## src/rtl/c_delay_pkg.sv

```systemverilog
// Shared types and constants for the multi-channel power-sequencing delay.
// Latency: n/a (package only).
// Backpressure: n/a.
package c_delay_pkg;

    // Per-channel qualifier state; q is high in HIGH and FALL_WAIT.
    typedef enum logic [1:0] {
        LOW       = 2'd0,
        RISE_WAIT = 2'd1,
        HIGH      = 2'd2,
        FALL_WAIT = 2'd3
    } state_t;

    localparam int DEF_N        = 4;
    localparam int DEF_PRESCALE = 100;
    localparam int DEF_CW       = 16;
    localparam int DEF_TD_RISE  = 0;
    localparam int DEF_TD_FALL  = 30;

    // Width of the prescaler counter; clamped to 1 so degenerate values still elaborate.
    function automatic int prescale_w(input int prescale);
        return (prescale < 2) ? 1 : $clog2(prescale);
    endfunction

endpackage

```

## src/rtl/c_tick.sv

```systemverilog
// Shared prescaler: one-cycle tick every PRESCALE clocks.
// Latency: first tick PRESCALE-1 cycles after reset release.
// Backpressure: none; free-running strobe.
module c_tick
    import c_delay_pkg::*;
#(
    parameter int PRESCALE = DEF_PRESCALE
) (
    input  logic clk,
    input  logic rst_n,
    output logic tick
);

    localparam int             PW   = prescale_w(PRESCALE);
    localparam logic [PW-1:0]  LAST = PW'(PRESCALE - 1);

    logic [PW-1:0] cnt;

    // Count 0..PRESCALE-1 and wrap; held at zero in reset.
    always_ff @(posedge clk) begin
        if (!rst_n) begin
            cnt <= '0;
        end else if (cnt == LAST) begin
            cnt <= '0;
        end else begin
            cnt <= cnt + PW'(1);
        end
    end

    assign tick = (cnt == LAST);

endmodule

```

## src/rtl/c_delay_seq.sv

```systemverilog
// N-channel rise/fall qualifying delay for power-good/enable levels, plus registered AND.
// Latency: 3 cycles with SYNC=1 and zero delay; (T-1)*PRESCALE+3..T*PRESCALE+3 otherwise.
// Backpressure: none; level inputs and level outputs.
module c_delay_seq
    import c_delay_pkg::*;
#(
    parameter int N        = DEF_N,
    parameter int PRESCALE = DEF_PRESCALE,
    parameter int CW       = DEF_CW,
    parameter int TD_RISE  = DEF_TD_RISE,
    parameter int TD_FALL  = DEF_TD_FALL,
    parameter int SYNC     = 1
) (
    input  logic         clk,
    input  logic         rst_n,
    input  logic [N-1:0] d,
    output logic [N-1:0] q,
    output logic [N-1:0] busy,
    output logic         pg_all,
    output logic         tick
);

    // Delays must fit in the counter so the terminal compare is reachable.
    if (((TD_RISE >> CW) != 0) || ((TD_FALL >> CW) != 0)) begin : g_bad_td
        $error("c_delay_seq: TD_RISE/TD_FALL must be < 2**CW");
    end

    localparam logic [CW-1:0] RISE_LAST = CW'(TD_RISE - 1);
    localparam logic [CW-1:0] FALL_LAST = CW'(TD_FALL - 1);

    logic [N-1:0] d_s;

    c_tick #(.PRESCALE(PRESCALE)) u_tick (
        .clk   (clk),
        .rst_n (rst_n),
        .tick  (tick)
    );

    if (SYNC != 0) begin : g_sync
        logic [N-1:0] s1;
        logic [N-1:0] s2;
        // Two-flop synchroniser for asynchronous raw levels.
        always_ff @(posedge clk) begin
            if (!rst_n) begin
                s1 <= '0;
                s2 <= '0;
            end else begin
                s1 <= d;
                s2 <= s1;
            end
        end
        assign d_s = s2;
    end else begin : g_nosync
        assign d_s = d;
    end

    for (genvar i = 0; i < N; i++) begin : g_ch
        state_t        st;
        state_t        st_nxt;
        logic [CW-1:0] cnt;
        logic [CW-1:0] cnt_nxt;
        logic          q_r;
        logic          busy_r;

        // Next state: an input change aborts a wait even when a tick lands in the same cycle.
        always_comb begin
            st_nxt  = st;
            cnt_nxt = cnt;
            case (st)
                LOW: begin
                    if (d_s[i]) begin
                        if (TD_RISE == 0) begin
                            st_nxt = HIGH;
                        end else begin
                            st_nxt  = RISE_WAIT;
                            cnt_nxt = '0;
                        end
                    end
                end
                RISE_WAIT: begin
                    if (!d_s[i]) begin
                        st_nxt  = LOW;
                        cnt_nxt = '0;
                    end else if (tick) begin
                        if (cnt == RISE_LAST) begin
                            st_nxt  = HIGH;
                            cnt_nxt = '0;
                        end else begin
                            cnt_nxt = cnt + CW'(1);
                        end
                    end
                end
                HIGH: begin
                    if (!d_s[i]) begin
                        if (TD_FALL == 0) begin
                            st_nxt = LOW;
                        end else begin
                            st_nxt  = FALL_WAIT;
                            cnt_nxt = '0;
                        end
                    end
                end
                FALL_WAIT: begin
                    if (d_s[i]) begin
                        st_nxt  = HIGH;
                        cnt_nxt = '0;
                    end else if (tick) begin
                        if (cnt == FALL_LAST) begin
                            st_nxt  = LOW;
                            cnt_nxt = '0;
                        end else begin
                            cnt_nxt = cnt + CW'(1);
                        end
                    end
                end
                default: begin
                    st_nxt  = LOW;
                    cnt_nxt = '0;
                end
            endcase
        end

        // State, counter and decoded outputs registered together so q/busy track the state edge.
        always_ff @(posedge clk) begin
            if (!rst_n) begin
                st     <= LOW;
                cnt    <= '0;
                q_r    <= 1'b0;
                busy_r <= 1'b0;
            end else begin
                st     <= st_nxt;
                cnt    <= cnt_nxt;
                q_r    <= (st_nxt == HIGH) || (st_nxt == FALL_WAIT);
                busy_r <= (st_nxt == RISE_WAIT) || (st_nxt == FALL_WAIT);
            end
        end

        assign q[i]    = q_r;
        assign busy[i] = busy_r;
    end

    // Aggregate power-good lags q by one cycle.
    always_ff @(posedge clk) begin
        if (!rst_n) begin
            pg_all <= 1'b0;
        end else begin
            pg_all <= &q;
        end
    end

endmodule

```

## config.mk

```make
export PLATFORM = sky130hd
export DESIGN_NAME = c_delay_seq
export DESIGN_NICKNAME = d
export VERILOG_FILES = /design/src/rtl/c_delay_pkg.sv /design/src/rtl/c_tick.sv /design/src/rtl/c_delay_seq.sv
export SDC_FILE = /design/constraint.sdc
export NUM_CORES = 1
export LEC_CHECK = 0
export ABC_AREA = 1
export CAP_MARGIN = 40
export CORE_MARGIN = 4
export CORE_UTILIZATION = 35
export CTS_CLUSTER_DIAMETER = 80
export DETAILED_ROUTE_END_ITERATION = 8
export SYNTH_ARGS = -nofsm -noshare
export SYNTH_HDL_FRONTEND = slang
export SYNTH_SLANG_ARGS = --single-unit
```

## constraint.sdc

```tcl
create_clock -name clk -period 1.5 [get_ports clk]
set_input_delay 0.225 -clock clk [delete_from_list [all_inputs] [get_ports clk]]
set_output_delay 0.225 -clock clk [all_outputs]
set_load 0.005 [all_outputs]
```

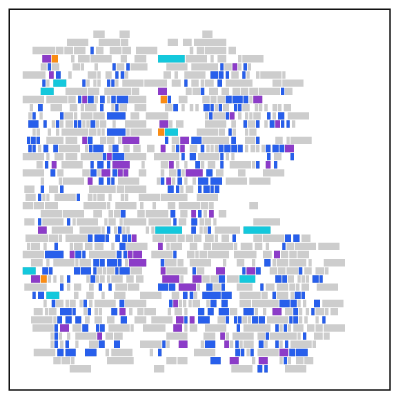
(run_1/logic_types.png)
Scale: 3 px per um.
legend:
  aoi and oai cells:
    color: purple
    cells: 57
    most_used: a21oi_1
  and/or cells:
    color: orange
    cells: 4
  fa/ha/maj cells:
    color: cyan
    cells: 9
    most_used: ha_1
  nand cells:
    color: blue
    cells: 256
    most_used: nand2_1

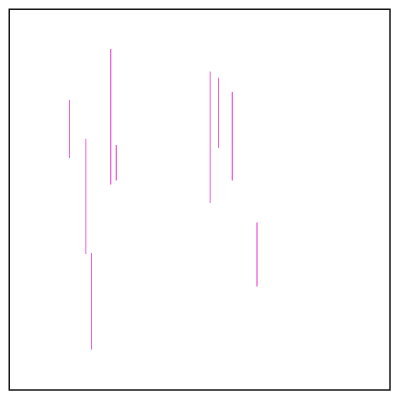
(run_1/layer_met4.png)
Scale: 3 px per um.
longest straight run: 44.9 um
main direction: vertical

==> run summary, run 1 <==
Num CTS Buffers -> 9
Final hold vios -> 0
Worst Setup SP -> u_tick.cnt[1]
Die area -> 16000 um2
Mux area share -> 0
Met2 WL -> 6.14 mm
Slowest-stage cell, CP -> dfxtp_2
Comb pwr -> 0.809 mW
Switching Share -> 0.265
Highest-power group -> registers
Post-DRT Antenna Nets -> 0
Yosys simple share -> 0.363
Drt first pass iters -> 4
Peak VDD IR -> 579 uV
Initial Util -> 0.363
Ys cells -> 734
Grt total ovfl -> 0
GRT Overall Usage -> 0.147
Synth warnings -> 0
Wirelength per Cell -> 12.1 um
WS Path Type -> flop to flop
Xor/xnor share -> 0.0571
Failing checks -> negative setup slack
Non-filler cells, final -> 1042
Hold Crit Class -> input port to flop
Metal3 WL -> 326 um
Rows -> 42
FMAX -> 600 MHz
Comb pwr share -> 0.141
CTS sink count -> 92
CP max stage delay -> 350 ps
Pwr Density -> 795 nW/um2
Clock-pin slew on the worst setup and hold paths -> 70 ps
Clock power frac -> 0.414
Unrepaired setup endpoints after global routing -> true
Cell taking the most area after synthesis -> dfxtp_1
Final Worst Setup Slack -> -167 ps
Largest net degree at the start of global routing -> 18
Met2 usage -> 0.242
Share of layout cells above drive strength 1 -> 0.333
Core area -> 13500 um2
Post-DP HPWL -> 8.21 mm
# resized after CTS -> 58
Max-cap violation count -> 0
Clk root buf -> clkbuf_16
First-pass GRT wire length -> 19.7 mm
Num ports -> 16
Mapped cell area -> 4910 um2
Worst r2r src -> u_tick.cnt[1]
Reg power frac -> 0.444
Gpl congestion -> 0.820
Chip area line of the yosys report -> 4910 um2
Slew Limit Fails -> 0
Most common logic cell in the routed design -> nand2_1
Final Util -> 0.533
Setup slack on the worst flop-to-flop path -> -170 ps
Reg-to-Reg End -> g_ch[0].cnt[6]
Crit path required time -> 1790 ps
M1 WL -> 5.86 mm
Fin nets -> 876
Post-Synthesis Cells -> 734
Cell Type Count -> 35
Final instance area -> 7200 um2
Drt initial violations -> 197
Mapped Avg Cell Area -> 6.68 um2
Hold Path Depth -> 3
CP bufs+invs -> 3
Int Power -> 4.21 mW
Grt met1 use -> 0.191
Outcome -> finished, violations left
Top comb family, area -> simple AND/OR/NAND/NOR gates
Hold path startpoint -> d[1]
Flop+latch power -> 2.54 mW
Clk pwr -> 2.37 mW
WP data arrival -> 1960 ps
Cell family with most CP delay -> simple AND/OR/NAND/NOR gates
Worst hold slack -> 400 ps
DR vias/cell -> 4.72
Asr flop ratio synth -> 0
Antenna violations before repair -> 0
Setup TNS -> -8680 ps
GR peak layer -> met2
Inst Count DP -> 1000
Residual DRC count -> 0
Worst Tran Pin Value -> 413 ps
Area after DPL -> 5950 um2
Worst Setup Start Kind -> flop
Total wire length -> 12.6 mm
CP Capture Point -> g_ch[0].cnt[6]
CTS tree -> built
Synth Register Bits -> 92
Compound Share, Synth -> 0.0683
Worst setup EP type -> flop
Leak Pwr -> 2.92 nW
Number of enable flip-flop cells -> 0
Via count -> 4922
Count leader, synth -> nand2_1
ANT cells -> 0
Post-synth top area share -> 0.375
Most frequent logic cells in the routed design -> nand2_1 (135), inv_1 (102), buf_4 (97)
Top cells, area -> dfxtp_1 (38%), nand2_1 (12%), nor2_1 (9.9%)
Sw Pwr -> 1.52 mW
Met3 Usage GRT -> 0.0261
Crit path top cell by count -> buf_6
Pre-CTS WS -> -150 ps
Commonest cells post-synth -> nand2_1 (161), nor2_1 (130), inv_1 (106)
Endpoints failing setup -> 76
Hold-fix buffers, CTS -> 0
Hold Path Sink -> g_sync.s1[1]
Yosys adder share -> 0.0230
Post CTS Setup Buffer Count -> 9
Vias in the first global route -> 4540
Mapped Nets -> 749
Die height -> 126 um
Worst slew margin -> 0.723
Post-layout minimum cycle time -> 1670 ps
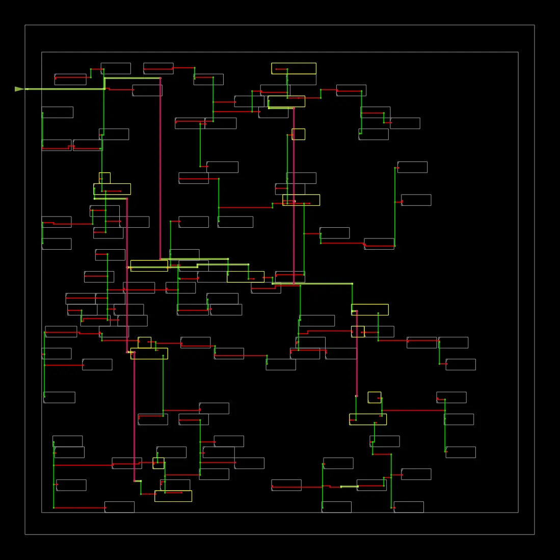
(run_1/clocks.png)
Latency at later pin: 350 ps
clk_skew: 6.27 ps

==> run 1: flip-flops by register name (all words and copies together) (netlist names) <==
name / count
g_ch.st: 8
pg_all: 1
g_ch.cnt: 64
g_ch.q_r: 2
d_s: 4
g_ch.busy_r: 2
g_sync.s1: 4
u_tick.cnt: 7
==> run 1: cell type report <==
class	count	area, um2
Multi-Input combinational cell	514	3120
Clock inverter	7	80.1
Sequential cell	92	1860
Inverter	107	407
Fill cell	1277	6310
Clock buffer	9	225
Timing Repair Buffer	137	1280
Tap cell	176	220
==> run 1: cells by family after synthesis <==
group,after synthesis
fa+ha+maj,9
compound gates,58
simple gates,415
flops,92
buf+inv,128
xor+xnor,32
==> run 1 -> run 2 <==
--- a/config.mk
+++ b/config.mk
@@ -5,7 +5,6 @@
 export SDC_FILE = /design/constraint.sdc
 export NUM_CORES = 1
 export LEC_CHECK = 0
-export ABC_AREA = 1
 export CAP_MARGIN = 40
 export CORE_MARGIN = 4
 export CORE_UTILIZATION = 35
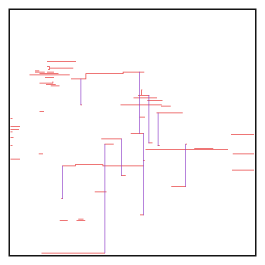
(run_2/wires.png)
Scale: 2 px per um. Only two layers are drawn.
legend:
  metal 4:
    color: purple
    wire_length: 235 um
  metal 3:
    color: red
    wire_length: 421 um

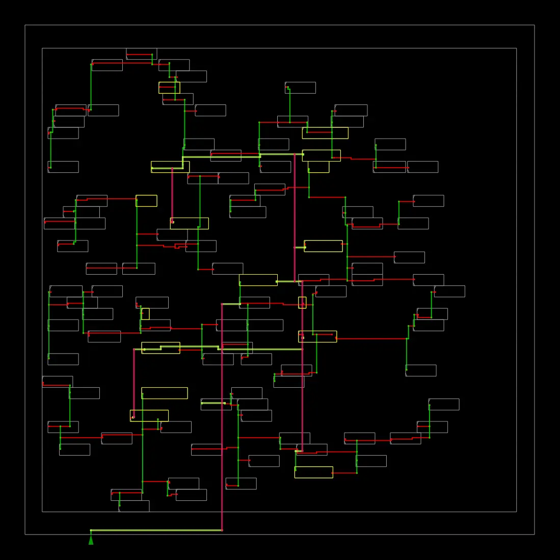
(run_2/clocks.png)
clk pwr: 2.54 mW
clk_skew: 6.62 ps
CTS sink count: 92
Latency at later pin: 340 ps

==> run summary, run 2 <==
Switching Share -> 0.231 (-0.0335)
Vias in the first global route -> 4374 (-3.7%)
CP max stage delay -> 540 ps (+190 ps)
Largest cell class -> multi-input combinational cells
Area after DPL -> 5900 um2 (-0.95%)
Met2 usage -> 0.288 (+0.0459)
Worst Setup Start Kind -> flop
Commonest cells post-synth -> dfxtp_1 (92), nor2_1 (77), xor2_1 (46)
Final instance area -> 7110 um2 (-1.1%)
Final Worst Setup Slack -> -601 ps (-433 ps)
# clk buffers -> 12 (+3)
Failing checks -> negative setup slack
Rows -> 41 (-2.4%)
ANT cells -> 0 (unchanged)
Hold-fix buffers, CTS -> 0 (unchanged)
Post-DP HPWL -> 8.11 mm (-1.3%)
Reg power frac -> 0.445 (about the same)
Most common logic cell in the routed design -> buf_4
Top cells, area -> dfxtp_1 (40%), xor2_1 (8.8%), nor2_1 (6.3%)
Chip area line of the yosys report -> 4590 um2 (-6.4%)
Slowest-stage cell, CP -> or4b_4
MI comb cells -> 391 (-24%)
Gpl congestion -> 0.849 (+3.5%)
Worst r2r src -> u_tick.cnt[2]
Die height -> 123 um (-3.0%)
Most flops, register -> g_ch.cnt
Hold path startpoint -> g_sync.s1[1]
Worst Tran Pin Value -> 534 ps (+121 ps)
Post-layout minimum cycle time -> 2100 ps (+433 ps)
Clk root buf -> clkbuf_16
# resized after CTS -> 89 (+53%)
Mapped Avg Cell Area -> 8.76 um2 (+31%)
Drt first pass iters -> 4 (unchanged)
Worst slew margin -> 0.640 (-0.0824)
Nonclk buf count -> 172 (+26%)
Synth Register Bits -> 92 (unchanged)
Die area -> 15000 um2 (-6.0%)
Worst Setup SP -> u_tick.cnt[2]
Outcome -> finished, violations left
Fin nets -> 695 (-21%)
Pre-CTS WS -> -493 ps (-343 ps)
Worst setup EP type -> flop
Well Taps -> 172 (-2.3%)
CP Capture Point -> g_ch[0].cnt[8]
Reg-to-Reg End -> g_ch[0].cnt[8]
Synth warnings -> 0 (unchanged)
Reg area -> 1860 um2 (-0.13%)
Setup TNS -> -42990 ps (-34310 ps)
Count leader, synth -> dfxtp_1
Inverters -> 14 (-87%)
Comb pwr -> 0.619 mW (-23%)
Hold Path Sink -> d_s[1]
Flop+latch power -> 2.53 mW (about the same)
CTS tree -> built
Num CTS Buffers -> 9 (unchanged)
Endpoints failing setup -> 84 (+11%)
GRT Overall Usage -> 0.164 (+0.0170)
Flip-flops -> 92 (unchanged)
Highest-power group -> clock
Peak VDD IR -> 470 uV (-19%)
Max-cap violation count -> 0 (unchanged)
Crit path top cell by count -> buf_6
Sw Pwr -> 1.32 mW (-13%)
Cell Type Count -> 52 (+49%)
Largest regs -> g_ch.cnt (64), g_ch.st (8), u_tick.cnt (7)
CP bufs+invs -> 4 (+1)
Slew Limit Fails -> 0 (unchanged)
Ys cells -> 524 (-29%)
Post-Synthesis Cells -> 524 (-29%)
GR peak layer -> met2
Initial Util -> 0.361 (-0.00232)
Post-synth top area share -> 0.401 (+0.0257)
Post CTS Setup Buffer Count -> 13 (+4)
MI comb area -> 3140 um2 (+0.68%)
FMAX -> 476 MHz (-21%)
Clock-cell share of area -> 0.0473 (+0.00489)
Antenna violations before repair -> 0 (unchanged)
Clock power frac -> 0.447 (+0.033)
WP data arrival -> 2330 ps (+370 ps)
Share of layout cells above drive strength 1 -> 0.422 (+0.0893)
Worst hold slack -> 445 ps (+45.0 ps)
Final Util -> 0.559 (+0.0263)
Wirelength per Cell -> 14.7 um (+22%)
Clock-pin slew on the worst setup and hold paths -> 60 ps (about the same)
Residual DRC count -> 0 (unchanged)
-- run 2: cell types whose count changed in the layout (fill, tap and decap cells not counted), moves of 17 or more --
cell | previous run | this run
buf_4 | 97 | 129
inv_1 | 102 | 13
nand2_1 | 135 | 18
nand2_2 | 22 | 2
nor2_1 | 96 | 38
xor2_1 | 23 | 40
and2_1 | 0 | 17
nand3_1 | 45 | 22
-- run 2: routing by layer --
layer,wire [um],vias up
met1,5560,2127
met4,234,0
met2,6360,80
met3,420,21
met5,0,-
li1,-,2180
-- run 2: logic make-up after synthesis --
kind of cell | synth area share
buf+inv | 0.0450
compound gates | 0.162
xor+xnor | 0.114
fa+ha+maj | 0.0245
flops | 0.401
simple gates | 0.253
Power is estimated from default activity; no workload was simulated.
